--- config.mk ---
export PLATFORM = sky130hd
export DESIGN_NAME = regfile_2r1w
export DESIGN_NICKNAME = d
export VERILOG_FILES = /design/src/rtl/regfile_2r1w.sv
export SDC_FILE = /design/constraint.sdc
export NUM_CORES = 1
export LEC_CHECK = 0
export CAP_MARGIN = 5
export CELL_PAD_IN_SITES_DETAIL_PLACEMENT = 0
export CELL_PAD_IN_SITES_GLOBAL_PLACEMENT = 1
export CORE_MARGIN = 10
export CORE_UTILIZATION = 50
export DETAILED_ROUTE_END_ITERATION = 6
export PLACE_DENSITY = 0.84
export SLEW_MARGIN = 10
export SYNTH_ARGS = -nofsm -noshare
export SYNTH_HDL_FRONTEND = slang
export SYNTH_SLANG_ARGS = --single-unit
--- constraint.sdc ---
create_clock -name clk -period 13.6 [get_ports clk]
set_input_delay 2.72 -clock clk [delete_from_list [all_inputs] [get_ports clk]]
set_output_delay 2.72 -clock clk [all_outputs]
set_load 0.01 [all_outputs]
--- src/rtl/regfile_2r1w.sv ---
// regfile_2r1w: register file with one write port and two combinational read
// ports, asynchronous reset-to-zero, optional write-to-read bypass and a
// clear sequencer that zeroes one register per cycle while busy is high.
module regfile_2r1w #(
    parameter int unsigned DATA_W = 16,
    parameter int unsigned N_REGS = 8,
    parameter int unsigned ADDR_W = 3,
    parameter bit          BYPASS = 1'b1
) (
    input  logic              clk,
    input  logic              reset,
    input  logic [DATA_W-1:0] data_in,
    input  logic [ADDR_W-1:0] writenum,
    input  logic              write,
    input  logic [ADDR_W-1:0] readnum_a,
    input  logic [ADDR_W-1:0] readnum_b,
    output logic [DATA_W-1:0] data_out_a,
    output logic [DATA_W-1:0] data_out_b,
    input  logic              clear_req,
    output logic              busy,
    output logic              write_drop
);

    typedef enum logic {
        IDLE,
        SWEEP
    } state_t;

    // Index of the last register; the sweep returns to IDLE once it is zeroed.
    localparam logic [ADDR_W-1:0] LAST_IDX = ADDR_W'(N_REGS - 1);

    state_t            state_q, state_d;
    logic [ADDR_W-1:0] ptr_q, ptr_d;
    logic              write_drop_q, write_drop_d;
    logic [DATA_W-1:0] regs_q [N_REGS];
    logic [DATA_W-1:0] regs_d [N_REGS];

    logic              sweeping;
    logic              wr_in_range;
    logic              wr_accept;

    assign sweeping   = (state_q == SWEEP);
    assign busy       = sweeping;
    assign write_drop = write_drop_q;

    // Qualify the write request: idle sequencer and an address that exists.
    always_comb begin
        wr_in_range = 1'b0;
        for (int unsigned i = 0; i < N_REGS; i++) begin
            if (writenum == ADDR_W'(i)) begin
                wr_in_range = 1'b1;
            end
        end
        wr_accept = write && !sweeping && wr_in_range;
    end

    // Next-state for the clear sequencer and the refused-write pulse.
    always_comb begin
        state_d      = state_q;
        ptr_d        = ptr_q;
        write_drop_d = write && sweeping;
        case (state_q)
            IDLE: begin
                if (clear_req) begin
                    state_d = SWEEP;
                    ptr_d   = '0;
                end
            end
            SWEEP: begin
                if (ptr_q == LAST_IDX) begin
                    state_d = IDLE;
                    ptr_d   = '0;
                end else begin
                    ptr_d = ptr_q + 1'b1;
                end
            end
            default: begin
                state_d = IDLE;
                ptr_d   = '0;
            end
        endcase
    end

    // Next contents of the storage array: accepted write or sweep zeroing.
    always_comb begin
        for (int unsigned i = 0; i < N_REGS; i++) begin
            regs_d[i] = regs_q[i];
            if (wr_accept && (writenum == ADDR_W'(i))) begin
                regs_d[i] = data_in;
            end
            if (sweeping && (ptr_q == ADDR_W'(i))) begin
                regs_d[i] = '0;
            end
        end
    end

    // Port A read mux; unmapped addresses read zero, bypass overrides storage.
    always_comb begin
        data_out_a = '0;
        for (int unsigned i = 0; i < N_REGS; i++) begin
            if (readnum_a == ADDR_W'(i)) begin
                data_out_a = regs_q[i];
            end
        end
        if (BYPASS && wr_accept && (writenum == readnum_a)) begin
            data_out_a = data_in;
        end
    end

    // Port B read mux; identical to port A.
    always_comb begin
        data_out_b = '0;
        for (int unsigned i = 0; i < N_REGS; i++) begin
            if (readnum_b == ADDR_W'(i)) begin
                data_out_b = regs_q[i];
            end
        end
        if (BYPASS && wr_accept && (writenum == readnum_b)) begin
            data_out_b = data_in;
        end
    end

    // State, pointer, pulse and storage flops; reset aborts any sweep.
    always_ff @(posedge clk or posedge reset) begin
        if (reset) begin
            state_q      <= IDLE;
            ptr_q        <= '0;
            write_drop_q <= 1'b0;
            for (int unsigned i = 0; i < N_REGS; i++) begin
                regs_q[i] <= '0;
            end
        end else begin
            state_q      <= state_d;
            ptr_q        <= ptr_d;
            write_drop_q <= write_drop_d;
            for (int unsigned i = 0; i < N_REGS; i++) begin
                regs_q[i] <= regs_d[i];
            end
        end
    end

endmodule

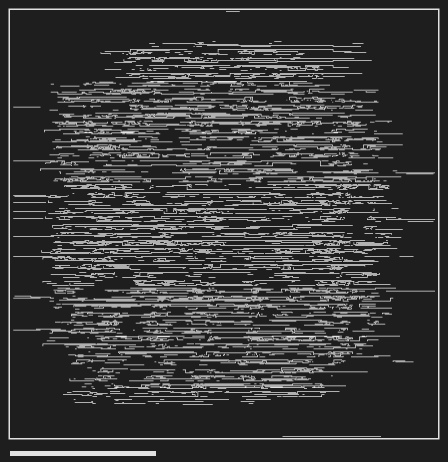
Fig. 1. The metal 1 layer.
The bar under the picture is 50 um long.
share of all routed wire = 41%
nets with wire on the layer = 800
wire length on this layer = 11,700 um

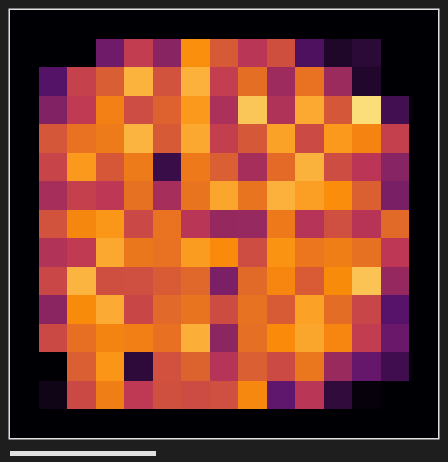
Fig. 2. Cell area per tile.
The bar under the picture is 50 um long. 15 x 15 tiles, from black (low) to pale yellow (high), 0 to 100% covered.
fullest tile = 93%
nearly empty tiles = 28%
tiles over 75% full = 12%
mean over tiles = 42%
Starting Density: 50.5%
core area: 15,800 um^2
final design utilization: 58.3%

==> run summary <==
Final tally of max-slew violations -> 0
Worst-margin pin slew -> 1.25 ns
Register area -> 3330 um^2
Vias per cell -> 7.06
Clock group -> 0.464 mW
P_int -> 1.07 mW
Post-Route Skew -> 0.00727 ns
Non-clock buffers, area share -> 8.19%
Final hold violations -> 0
Leakage -> 3.89 nW
Inverters -> 36
Slew Limit Headroom -> 16.7%
Non-Clock Buffer Count -> 83
Overflow after GRT -> 0
Hold WS -> 0.519 ns
Synthesis area per yosys -> 7970 um^2
DR WL met2 -> 13,100 um
RR Startpoint -> busy$_DFF_PP0_
Fraction of power spent switching nets -> 34.8%
Layout Nets -> 866
CP endpoint -> data_out_a[7]
Regs by FF count -> regs_q: 128 flops, ptr_q: 3 flops
Syn Nets -> 858
WP buf/inv -> 4
Biggest area cells -> dfrtp_1, a22o_1, a21oi_1
Flop count -> 133
Top Layer Used -> met4
Tapcells -> 216
Avg WL per Cell -> 26.9 um
Crit path time final -> 8.52 ns
Vias -> 7,466
Top cell area share -> 41.8%
Flop-to-flop setup slack -> 10.44 ns
CLK BUF -> 24
Wl on met1 -> 11,700 um
Top non-seq family -> AND-OR/OR-AND gates
Leading cell kind -> multi-input combinational cells
Peak VDD IR -> 0.114 mV
Distinct cells, synth -> 48
Seq/total area -> 36.2%
Top power group -> registers
Ant diodes -> 0
Initial antenna violation count -> 0
Max Fclk -> 117 MHz
Simple-Gate Area Share -> 9.06%
Adder Area Share -> 0.942%
Finished layout cell area -> 9190 um^2
First-pass GRT wire length -> 44,300 um
Dpl hpwl -> 16,200 um
Placed cell areas -> 8620 um^2
Tot Pwr -> 1.65 mW
Placed insts -> 1,028
Startpoint class of the critical path -> input port
R2R Path End -> regs_q[121]$_DFFE_PP0P_
RSZ-0062 raised after global routing -> false
CP max-delay cell -> nor2b_1
Critical path peak fanout -> 42
Routed Antenna Nets -> 0
Levels on crit path -> 8
Crit path kind -> in2out
Port buffer count -> 62
Final setup fails -> 0
Yosys stat cell total -> 823
Reg power frac -> 40.6%
# IOs -> 63
M2 GR Usage -> 40.7%
Status -> finished clean
Sequential power -> 0.669 mW
Worst EP required -> 10.88 ns
Die Width -> 146 um
Worst EP arrival -> 5.80 ns
HP Class -> reg2reg
CP endpoint kind -> output pin
Top-count cell post-synth -> a22o_1
Comb area share -> 44.9%
Fill count -> 1,410
Final setup margin -> 5.08 ns
NetSw -> 0.574 mW
GP Congestion -> 0.910
Dpl ws -> 5.12 ns
Post-CTS setup buffers -> 0
Largest net degree at the start of global routing -> 73
Combinational gate power -> 0.514 mW
Top delay family on crit path -> buffers and inverters
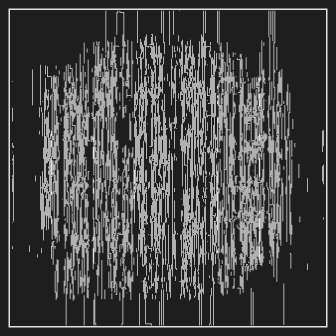
Fig. 3. M2 wires.
nets with wire on the layer = 723
main direction = vertical
longest straight run = 60.0 um
wire length on this layer = 13,100 um

## worst min path at each step
stage / from / to / slack, ns / cells past startpoint
6_report: regs_q[8]$_DFFE_PP0P_ / regs_q[8]$_DFFE_PP0P_ / 0.52 / 1
5_1_grt: regs_q[11]$_DFFE_PP0P_ / regs_q[11]$_DFFE_PP0P_ / 0.53 / 1
4_1_cts: regs_q[14]$_DFFE_PP0P_ / regs_q[14]$_DFFE_PP0P_ / 0.52 / 1
3_5_place_dp: regs_q[14]$_DFFE_PP0P_ / regs_q[14]$_DFFE_PP0P_ / 0.50 / 1
3_3_place_gp: regs_q[127]$_DFFE_PP0P_ / regs_q[127]$_DFFE_PP0P_ / 0.50 / 1
2_1_floorplan: regs_q[127]$_DFFE_PP0P_ / regs_q[127]$_DFFE_PP0P_ / 0.48 / 1
Power and IR drop assume default switching activity.
